File: config.mk
export PLATFORM = sky130hd
export DESIGN_NAME = regfile_write_flat
export DESIGN_NICKNAME = d
export VERILOG_FILES = /design/src/rtl/regfile_write_if.sv /design/src/rtl/regfile_write.sv /design/src/flat_wrapper.sv
export SDC_FILE = /design/constraint.sdc
export NUM_CORES = 1
export LEC_CHECK = 0
export CAP_MARGIN = 20
export CORE_AREA = 2 2 411 413
export CTS_BUF_LIST = sky130_fd_sc_hd__clkbuf_4 sky130_fd_sc_hd__clkbuf_8
export CTS_CLUSTER_SIZE = 16
export DETAILED_ROUTE_END_ITERATION = 16
export DIE_AREA = 0 0 413 415
export GPL_ROUTABILITY_DRIVEN = 0
export PLACE_DENSITY = 0.46
export SETUP_SLACK_MARGIN = 0.15
export SLEW_MARGIN = 30
export SYNTH_ARGS = -nofsm -noshare
export SYNTH_HDL_FRONTEND = slang
export SYNTH_SLANG_ARGS = --single-unit
export TNS_END_PERCENT = 20
File: constraint.sdc
create_clock -name Clk -period 5.1 [get_ports Clk]
set_input_delay 0.765 -clock Clk [delete_from_list [all_inputs] [get_ports Clk]]
set_output_delay 0.765 -clock Clk [all_outputs]
set_load 0.02 [all_outputs]
File: src/rtl/regfile_write_if.sv
// Bus bundle for the register-file write side: write/clear requests in,
// acknowledge, busy flag and the 32 parallel register outputs back.
interface regfile_write_if #(
    parameter int WIDTH = 32
);
    logic [4:0]       Awr;
    logic [WIDTH-1:0] Win;
    logic             Wen;
    logic             Clr;
    logic             Wack;
    logic             Busy;
    logic [WIDTH-1:0] Dout [32];

    modport master (output Awr, Win, Wen, Clr, input Wack, Busy, Dout);
    modport slave  (input Awr, Win, Wen, Clr, output Wack, Busy, Dout);
endinterface

File: src/rtl/regfile_write.sv
// Write side of the 32-entry register file: addressed writes with a one-cycle
// acknowledge, plus a sequenced bulk clear that walks every register to zero.
module regfile_write #(
    parameter int WIDTH    = 32,
    parameter bit ZERO_REG = 1'b1
) (
    input logic           Clk,
    input logic           Rst_n,
    regfile_write_if.slave bus
);
    typedef enum logic {IDLE, CLEAR} state_t;

    state_t           state, next_state;
    logic [4:0]       cnt, next_cnt;
    logic             wack, next_wack;
    logic             we;
    logic [4:0]       wa;
    logic [WIDTH-1:0] wd;
    logic [WIDTH-1:0] regs [32];

    always_ff @(posedge Clk or negedge Rst_n) begin
        if (!Rst_n) begin
            state <= IDLE;
            cnt   <= '0;
            wack  <= 1'b0;
            for (int unsigned i = 0; i < 32; i++) regs[i] <= '0;
        end else begin
            state <= next_state;
            cnt   <= next_cnt;
            wack  <= next_wack;
            if (we) regs[wa] <= wd;
        end
    end

    // One shared write port: the clear sequence and host writes never coincide.
    always_comb begin
        next_state = state;
        next_cnt   = cnt;
        next_wack  = 1'b0;
        we         = 1'b0;
        wa         = bus.Awr;
        wd         = bus.Win;
        unique case (state)
            IDLE: begin
                if (bus.Clr) begin
                    next_state = CLEAR;
                    next_cnt   = ZERO_REG ? 5'd1 : 5'd0;
                end else if (bus.Wen) begin
                    next_wack = 1'b1;
                    we        = !(ZERO_REG && bus.Awr == 5'd0);
                end
            end
            CLEAR: begin
                we = 1'b1;
                wa = cnt;
                wd = '0;
                if (cnt == 5'd31) begin
                    next_state = IDLE;
                    next_cnt   = '0;
                end else begin
                    next_cnt = cnt + 5'd1;
                end
            end
            default: next_state = IDLE;
        endcase
    end

    assign bus.Wack = wack;
    assign bus.Busy = (state == CLEAR);
    assign bus.Dout = regs;
endmodule

File: src/flat_wrapper.sv
// flat-port wrapper written by rule: the top's interface ports become plain ports
module regfile_write_flat 
#(
    parameter int WIDTH    = 32,
    parameter bit ZERO_REG = 1'b1
)
  (Clk, Rst_n, bus_Awr, bus_Win, bus_Wen, bus_Clr, bus_Wack, bus_Busy, bus_Dout);
  regfile_write_if #(.WIDTH(WIDTH)) bus_i ();
  input logic Clk;
  input logic Rst_n;
  input wire logic [$bits(bus_i.Awr)-1:0] bus_Awr;
  input wire logic [$bits(bus_i.Win)-1:0] bus_Win;
  input wire logic [$bits(bus_i.Wen)-1:0] bus_Wen;
  input wire logic [$bits(bus_i.Clr)-1:0] bus_Clr;
  output wire logic [$bits(bus_i.Wack)-1:0] bus_Wack;
  output wire logic [$bits(bus_i.Busy)-1:0] bus_Busy;
  output wire logic [$bits(bus_i.Dout)-1:0] bus_Dout;
  assign bus_i.Awr = bus_Awr;
  assign bus_i.Win = bus_Win;
  assign bus_i.Wen = bus_Wen;
  assign bus_i.Clr = bus_Clr;
  assign bus_Wack = bus_i.Wack;
  assign bus_Busy = bus_i.Busy;
  assign bus_Dout = {>>{bus_i.Dout}};
  regfile_write #(.WIDTH(WIDTH), .ZERO_REG(ZERO_REG)) u_core (.Clk(Clk), .Rst_n(Rst_n), .bus(bus_i));
endmodule
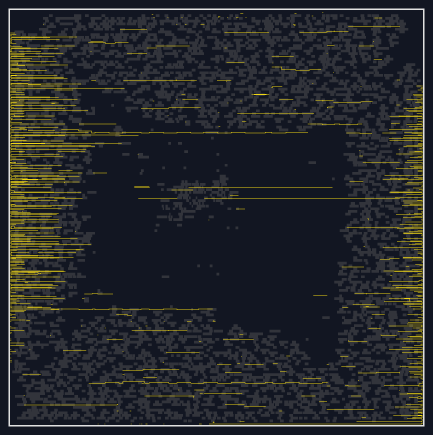
met3.png
(1 px per µm) Cells faint in the background.
550 nets have wire on it. The layer carries 12400 µm of wire. The wires run mostly horizontal.
M3 GR Usage: 0.06741
vias: 24970
DRT Wirelength: 163400 µm

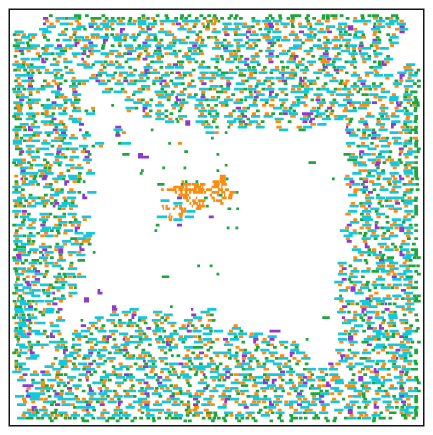
cell_classes.png
(1 px per µm)
Key: cyan = flops [cells 1031, share of their area 48%]; orange = all other logic [cells 1158, share of their area 24%]; purple = clock drivers and dummy loads [cells 318, share of their area 7.3%]; green = other buffers and delay cells [cells 1150, share of their area 21%]
fin area: 56740 µm²
core area: 166700 µm²

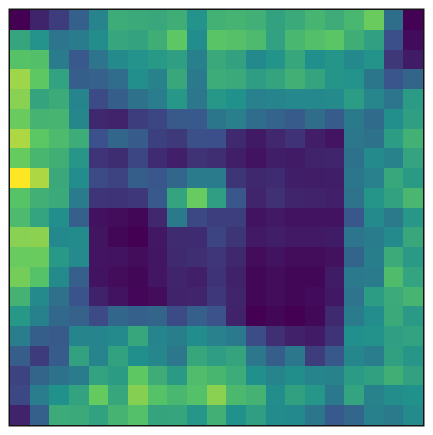
wire_density.png
(1 px per µm) The die is cut into 21 by 21 equal tiles; dark purple is low, yellow is high, scaled to the fullest tile. Values are wire area over tile area, all layers added.
The emptiest ninth of the die: centre. The mean over all tiles is 0.15. 3.4% of the tiles are nearly empty. 36% of the tiles are over half the peak. The fullest tile reaches 0.39.
DR WL/cell: 27.82 µm
All-Layer GR Usage: 0.1874

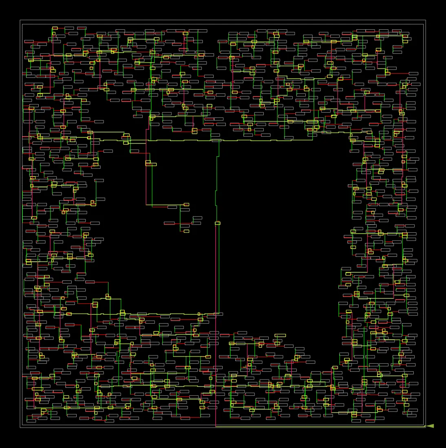
final_clocks.png
Num CTS Buffers: 187
Sink Count: 1031
# clk buffers: 296

==> results.yml <==
# physical design summary
final_layout:
  nFillCells: 16510
  final-comb-area_um2: 12720
  clk_share: 0.06900
  logic_gate_count: 1156
  diodes: 12
  drive_gt1_frac: 0.3776
  final_cells: 5873
  area_share_nonclk_buffers: 0.2028
  fin_nets: 3571
  syn2layout_area_growth_pct: 44.81
  lay_top_cells: "clkdlybuf4s50_1 (1065), dfrtp_1 (1030), mux2_2 (874)"
  ff_count: 1031
  seq_area_um2: 25800
  area_dominant_class: "flip-flops and latches"
  lay_top_count: "clkdlybuf4s50_1"
setup_path:
  crit_fanout: 36
  cp_slowest_cell: "clkdlybuf4s50_1"
  crit_required_ps: 4340
  start_kind: "flop"
  r2r_cells: 5
  rr_startpoint: "u_core.bus.Busy"
  worst_ep_arrival_time_ps: 3060
  crit_chain: "buf_4 -> clkdlybuf4s50_1"
  cp-startpoint: "u_core.bus.Busy"
  worst_setup_path_end_kind: "output port"
  ff2ff_setup_slack_ps: 1840
global_routing:
  first_global_vias: 25930
  antenna_found_initial: 15
  gr-usage-met2: 0.3124
  grt_util_met1: 0.2241
  grt_max_degree: 106
pwr:
  clkPwrFrac: 0.246
  maxPowerGroup: "combinational cells"
  seq_power_share: 0.353
  p_leak_nw: 26.73
  ir_worst_vdd_mv: 0.2675
  switchingPower_w: 0.01217
  pg_clk_w: 0.00829
  p_int_w: 0.02153
  p_seq_w: 0.0119
  pwr_density_cell_nw_per_um2: 594.0
final_timing:
  hold_viol: 0
  grt_setup_unrepaired: "no"
  slew_viol_final: 0
  fin_skew_ps: 35.74
routing:
  wl_met3_um: 12370
  vias_per_cell: 4.252
  routed.top_layer: "met4"
  met2RoutedLength_um: 80590
  firstDrtPassIters: 5
  route.detailed.drc: 0
floorplanning:
  rows: 150
  die.size.y_um: 415
  boundaryPins: 1067
  die-width_um: 413
cts:
  clk_latency_ps: 920
  cts_max_path_buffers: 3
  cts_root_buf: "clkbuf_8"
  ctsHtreeMaxLevel: 4
placement:
  hpwl_um: 110800
  placed_area_um2: 52760
synthesis:
  ys_seq_share: 0.6584
  synth.area.top_cells: "dfrtp_1 (66%), mux2_2 (25%), mux2_1 (2.6%)"
  yosysChipArea_um2: 39180
  ys_sh_simple: 0.02254
  synth-edff-count: 0
  yosys-top-cells-count: "dfrtp_1 (1031), mux2_2 (874), clkbuf_1 (104), mux2_1 (91), buf_2 (78)"
  adder_share: 0.0006386
  ys_ff: 1031
  ys_cells: 2393
  synthCells: 2393
  top_cell: "dfrtp_1"
  ys_sh_aoi: 0.005460
job:
  cap_violations: 0
outcome:
  status: "complete, no violations"
flip-flops by register name, indices dropped and copies added (netlist names):
| register | cells |
|---|---|
| u_core.cnt | 5 |
| u_core.bus.Dout | 1024 |
| u_core.bus.Wack | 1 |
| u_core.bus.Busy | 1 |
metrics by stage:
step	setup slack, ps	power, W	hold WS (ps)	util
2_1_floorplan	2568	0.01813	469.4	-
3_3_place_gp	1271	0.02566	468.2	0.3161
3_5_place_dp	1138	0.02578	476.0	0.3166
4_1_cts	1033	0.03430	343.2	0.3401
5_1_grt	1057	0.03530	241.3	0.3403
6_report	1272	0.03370	353.1	0.3405
what timing repair did:
item	in CTS	in global routing
resized	0	0
hold buffers	1	0
hold endpoints to repair	52	0
Power and IR drop assume default switching activity.
